`src/rtl/snn_config_sync.sv`:
```
// snn_config_sync
// Core-clock consumer of the SPI configuration image. It synchronises the
// SCLK-domain ready flags, stages each new image, and loads the staged image
// into the active copy only on a time-step boundary. When the divider is
// stopped, the load happens straight away. It also derives the core
// time-step tick from the programmed divider value.
//
// Ports
//   clk                       core clock
//   reset_n                   async active-low reset
//   config_in[807:0]          configuration image from the SCLK domain (quasi-static)
//   clk_div_ready_async       SCLK flag: divider byte (byte 3) valid
//   debug_config_ready_async  SCLK flag: full image valid
//   decay / refractory_period / threshold / weights / delays / debug_config
//                             active copy of the image fields
//   div_value                 captured divider value
//   snn_tick                  one-cycle time-step pulse, period div_value+1
//   config_pending            a staged image is waiting for a step boundary
//   config_update             one-cycle pulse when the active copy is loaded
//   config_valid              sticky, at least one image has been loaded
//
// Staging FSM
//   state   | meaning
//   IDLE    | no staged image awaiting transfer
//   PENDING | staging holds an image to load at the next boundary
module snn_config_sync (
    input  logic         clk,
    input  logic         reset_n,
    input  logic [807:0] config_in,
    input  logic         clk_div_ready_async,
    input  logic         debug_config_ready_async,
    output logic [5:0]   decay,
    output logic [5:0]   refractory_period,
    output logic [5:0]   threshold,
    output logic [255:0] weights,
    output logic [511:0] delays,
    output logic [7:0]   debug_config,
    output logic [7:0]   div_value,
    output logic         snn_tick,
    output logic         config_pending,
    output logic         config_update,
    output logic         config_valid
);

    // Only the bits that reach an output are staged. The image is packed as
    // {debug, delays, weights, threshold, refractory, decay}.
    localparam int IMG_W = 794;

    typedef enum logic {IDLE, PENDING} state_t;

    logic div_s1_q, div_s2_q, div_prev_q;
    logic dbg_s1_q, dbg_s2_q, dbg_prev_q;
    logic div_rise, div_fall, dbg_rise;

    logic [7:0] div_value_q, div_value_d;
    logic [7:0] cnt_q, cnt_d;
    logic       run_q, run_d;
    logic       tick_q, tick_d;

    state_t           state_q, state_d;
    logic [IMG_W-1:0] img_in;
    logic [IMG_W-1:0] stage_q, stage_d;
    logic [IMG_W-1:0] active_q, active_d;
    logic             update_q, update_d;
    logic             valid_q, valid_d;
    logic             transfer;

    // Padding bits of bytes 0..2 carry no field.
    logic unused_cfg_bits;
    assign unused_cfg_bits = ^{config_in[7:6], config_in[15:14], config_in[23:22]};

    assign img_in = {config_in[807:32], config_in[21:16], config_in[13:8], config_in[5:0]};

    always_ff @(posedge clk or negedge reset_n) begin
        if (!reset_n) begin
            div_s1_q   <= 1'b0;
            div_s2_q   <= 1'b0;
            div_prev_q <= 1'b0;
            dbg_s1_q   <= 1'b0;
            dbg_s2_q   <= 1'b0;
            dbg_prev_q <= 1'b0;
        end else begin
            div_s1_q   <= clk_div_ready_async;
            div_s2_q   <= div_s1_q;
            div_prev_q <= div_s2_q;
            dbg_s1_q   <= debug_config_ready_async;
            dbg_s2_q   <= dbg_s1_q;
            dbg_prev_q <= dbg_s2_q;
        end
    end

    assign div_rise = div_s2_q & ~div_prev_q;
    assign div_fall = ~div_s2_q & div_prev_q;
    assign dbg_rise = dbg_s2_q & ~dbg_prev_q;

    // Divider: a recapture restarts the count at 0 and suppresses the tick on
    // that edge, so a new period always starts cleanly.
    always_comb begin
        div_value_d = div_value_q;
        cnt_d       = cnt_q;
        run_d       = run_q;
        tick_d      = 1'b0;
        if (div_rise) begin
            div_value_d = config_in[31:24];
            cnt_d       = 8'd0;
            run_d       = 1'b1;
        end else if (div_fall) begin
            cnt_d = 8'd0;
            run_d = 1'b0;
        end else if (run_q) begin
            if (cnt_q == div_value_q) begin
                tick_d = 1'b1;
                cnt_d  = 8'd0;
            end else begin
                cnt_d = cnt_q + 8'd1;
            end
        end
    end

    always_ff @(posedge clk or negedge reset_n) begin
        if (!reset_n) begin
            div_value_q <= 8'd0;
            cnt_q       <= 8'd0;
            run_q       <= 1'b0;
            tick_q      <= 1'b0;
        end else begin
            div_value_q <= div_value_d;
            cnt_q       <= cnt_d;
            run_q       <= run_d;
            tick_q      <= tick_d;
        end
    end

    // The transfer happens on the edge where the registered tick is high, so
    // the active copy changes exactly at the step boundary. A capture on the
    // same edge reloads staging after the old staged image has moved to the
    // active copy, which keeps the FSM in PENDING.
    assign transfer = (state_q == PENDING) && (tick_q || !run_q);

    always_comb begin
        state_d  = state_q;
        stage_d  = stage_q;
        active_d = active_q;
        update_d = 1'b0;
        valid_d  = valid_q;
        if (transfer) begin
            active_d = stage_q;
            update_d = 1'b1;
            valid_d  = 1'b1;
            state_d  = IDLE;
        end
        if (dbg_rise) begin
            stage_d = img_in;
            state_d = PENDING;
        end
    end

    always_ff @(posedge clk or negedge reset_n) begin
        if (!reset_n) begin
            state_q  <= IDLE;
            stage_q  <= '0;
            active_q <= '0;
            update_q <= 1'b0;
            valid_q  <= 1'b0;
        end else begin
            state_q  <= state_d;
            stage_q  <= stage_d;
            active_q <= active_d;
            update_q <= update_d;
            valid_q  <= valid_d;
        end
    end

    assign decay             = active_q[5:0];
    assign refractory_period = active_q[11:6];
    assign threshold         = active_q[17:12];
    assign weights           = active_q[273:18];
    assign delays            = active_q[785:274];
    assign debug_config      = active_q[793:786];
    assign div_value         = div_value_q;
    assign snn_tick          = tick_q;
    assign config_pending    = (state_q == PENDING);
    assign config_update     = update_q;
    assign config_valid      = valid_q;

endmodule
```
`config.mk`:
```
export PLATFORM = sky130hd
export DESIGN_NAME = snn_config_sync
export DESIGN_NICKNAME = d
export VERILOG_FILES = /design/src/rtl/snn_config_sync.sv
export SDC_FILE = /design/constraint.sdc
export NUM_CORES = 2
export LEC_CHECK = 0
export CORE_AREA = 2 2 637 639
export DETAILED_ROUTE_END_ITERATION = 8
export DIE_AREA = 0 0 639 641
export PLACE_DENSITY_LB_ADDON = 0.08
export SYNTH_ARGS = -nofsm -noshare
export SYNTH_HDL_FRONTEND = slang
export SYNTH_SLANG_ARGS = --single-unit
```
`constraint.sdc`:
```
create_clock -name clk -period 1.7 [get_ports clk]
set_clock_uncertainty 0.1 [all_clocks]
set_input_delay 0.34 -clock clk [delete_from_list [all_inputs] [get_ports clk]]
set_output_delay 0.34 -clock clk [all_outputs]
set_load 0.01 [all_outputs]
```
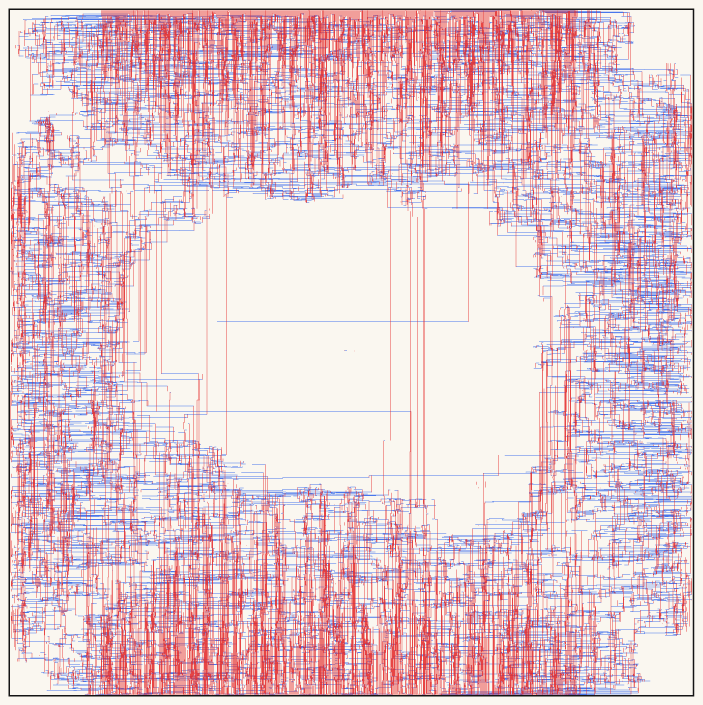
Figure 1: metal layers overlaid.
Only two layers are drawn.
metal 1: shown in blue, wire length 126 mm. metal 2: shown in red, wire length 163 mm.
wire length per cell: 23.1 µm
gr usage total: 0.144
drt total wl: 317000 µm
Via Count: 49040

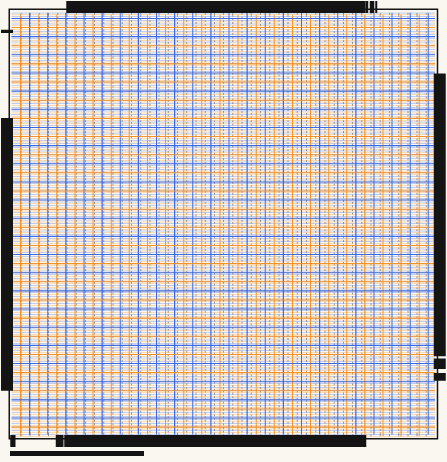
Figure 2: floorplan with the power grid.
The bar under the picture is 200 µm long. Pins as bars on the die edge. Tap cells in gray.
VSS: shown in orange. VDD: shown in blue.
46 straps on met4. The core has 233 rows. 1618 signal pins sit on the boundary.
chip width: 639 µm
VDD IR-drop max: 0.830 mV

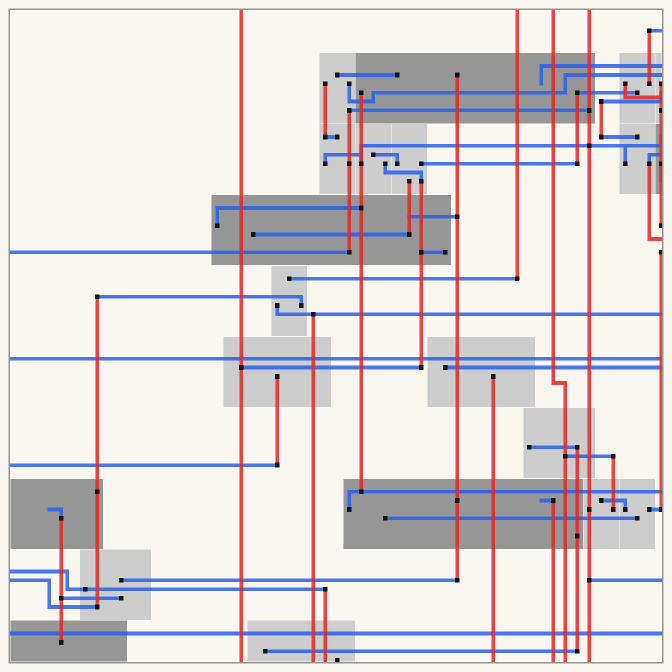
Figure 3: a small window of the routed layout.
Window x 467 to 492, y 148 to 173 µm. Cells in gray, sequential cells in the stronger gray; small squares are vias.
metal 2: shown in red. metal 1: shown in blue.
Sequential cells in the window: 3. 17 logic cells have their middle in the window. Most frequent: nand2_1 (9), dfrtp_1 (3), buf_6 (3). Netlist names of flops here include active_q (3).

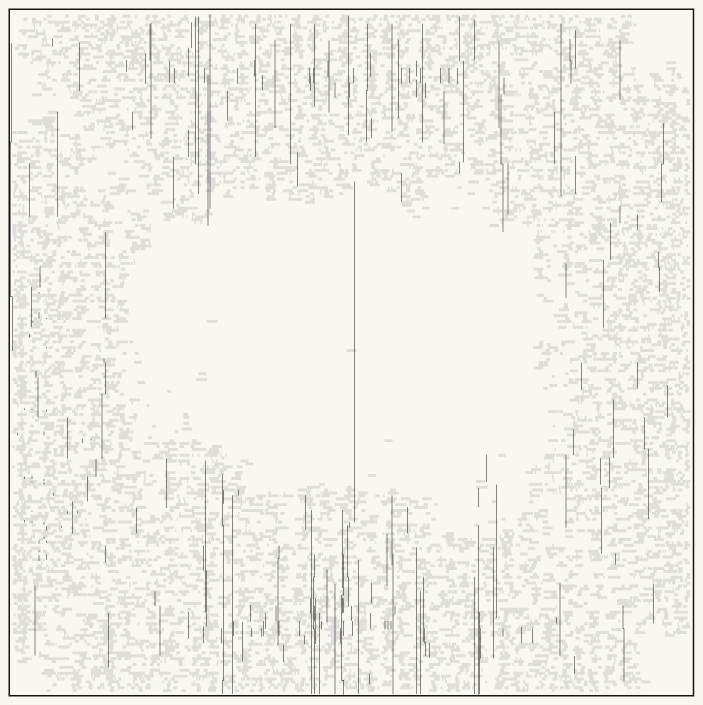
Figure 4: signal wires on met4.
Cells faint in the background.
The layer carries 9140 µm of wire. 145 nets have wire on it. The longest straight run is 319 µm. The layer holds 2.9% of the routed length. The wires run mostly vertical.

cell usage after synthesis:
cell	count
buf_4	63
mux2_2	753
nor2b_4	1
o21ai_1	1
clkbuf_1	1
o21ai_0	2
nor2_1	1
and4_1	1
o21bai_1	1
buf_6	8
nand3_1	1
inv_1	3
buf_2	194
a21oi_1	6
xor2_1	6
dfrtp_1	1615
ha_1	3
xnor2_1	8
and3_1	2
nand2_1	2388
nor2b_1	1
nand2b_1	4
nand2_2	1
inv_2	1
nor3_1	1
mux2_1	50
nand4_1	5
metrics by stage:
step	util	hold WS [ns]	std cells	setup TNS (ns)	setup slack (ns)
after floorplan	-	-0.0556	5121	0	0.177
after global placement	0.212	0.272	12044	-138.62	-0.252
after detailed placement	0.212	0.277	12044	-154.90	-0.277
after CTS	0.254	0.00361	13415	-422.87	-0.417
after global routing	0.266	0.0339	13713	-407.68	-0.397
final	0.266	0.0638	13729	-199.15	-0.290
power by group through the flow:
stage / logic [W] / registers, W / clock network, W
CTS: 0.0393 / 0.0531 / 0.0479
floorplan: 0.00887 / 0.0542 / 0
finish: 0.0419 / 0.0533 / 0.0458
global route: 0.0449 / 0.0543 / 0.0494
global placement: 0.0353 / 0.0527 / 0
detailed placement: 0.0352 / 0.0528 / 0
flip-flops by register name (all words and copies together), names as in the netlist:
| register | count |
|---|---|
| stage_q | 794 |
| div_s2_q | 1 |
| div_s1_q | 1 |
| div_prev_q | 1 |
| run_q | 1 |
| div_value | 8 |
| snn_tick | 1 |
| active_q | 794 |
| cnt_q | 8 |
| config_pending | 1 |
| dbg_s2_q | 1 |
| config_valid | 1 |
| dbg_s1_q | 1 |
| config_update | 1 |
| dbg_prev_q | 1 |
logic make-up (layout without fill, tap and decap cells):
family / after synthesis / in the layout / synth area share
other: 0 / 49 / 0
muxes: 803 / 803 / 0.150
and+or+nand+nor: 2406 / 2406 / 0.151
xor gates and xnor gates: 14 / 14 / 0.00203
adders and majority gates: 3 / 3 / 0.000623
DFF: 1615 / 1615 / 0.670
AOI/OAI and AO/OA: 10 / 10 / 0.000871
buffers and inverters: 270 / 3542 / 0.0257
per-layer routing:
layer | vias to the layer above | track usage | part of all wire
met2 | 1238 | 0.260 | 0.51
met4 | 60 | 0.0369 | 0.029
met5 | - | 0 | 0.0011
met1 | 24550 | 0.168 | 0.40
li1 | 22688 | - | -
met3 | 504 | 0.0376 | 0.058
worst max-delay path by stage:
stage,start,to,slack (ns),cells after the start
finish,active_q[106],weights[88],-0.29,1
global route,config_pending,config_pending,-0.40,2
CTS,config_pending,config_pending,-0.42,2
detailed placement,run_q,active_q[309],-0.28,8
global placement,snn_tick,active_q[309],-0.25,8
floorplan,div_s2_q,cnt_q[7],0.18,7
cell type report:
class                      count  area [µm²]  share of cell area
sequential                  1615       40400               0.378
timing repair buffer        3155       33300               0.311
multi-input combinational   3236       19500               0.182
tap                         5287        6620              0.0618
clock buffer                 328        6370              0.0596
clock inverter                55         622             0.00581
antenna                       49         123             0.00115
inverter                       4        41.3            0.000386
what timing repair did:
action                                  in CTS  in global routing
hold buffers                               794                  0
endpoints found under the setup margin    2197               2311
cloned                                       9                 64
hold endpoints to repair                  2408                  0
pin swaps                                    0                208
setup buffers                              185                208
resized                                   4453                510
==> run summary <==
yosys + openroad results -> status finished with violations, failing checks setup timing, ys cells slightly above 5000, clock sinks 1615, register area share after synthesis 0.670, PnR worst setup slack -0.290 ns, fraction of power consumed by sequential logic 0.378, initial antenna violation count 142, Detailed Place HPWL around 230000 µm, GRT overflow 0, first-pass GRT wire length 421000 µm, fmax about 500 MHz, Comb pwr share 0.297, setup violators final 1873, Cell Int Power roughly 0.096 W, placed cell areas 0.0853 mm², Max Cap Viol 0, synth-to-layout area growth 77.5%, hold_sp config_in[228], RSZ-0062 raised after global routing yes, Synth flops between 1500 and 2000, clk slew on worst S/H paths 0.06 ns, Leakage about 50 nW, minimum clock period 1.99 ns, kind of critical path reg -> out, IO Pins 1618, H-tree depth 4
No activity file was given, so power comes from the tool's default toggle rates.
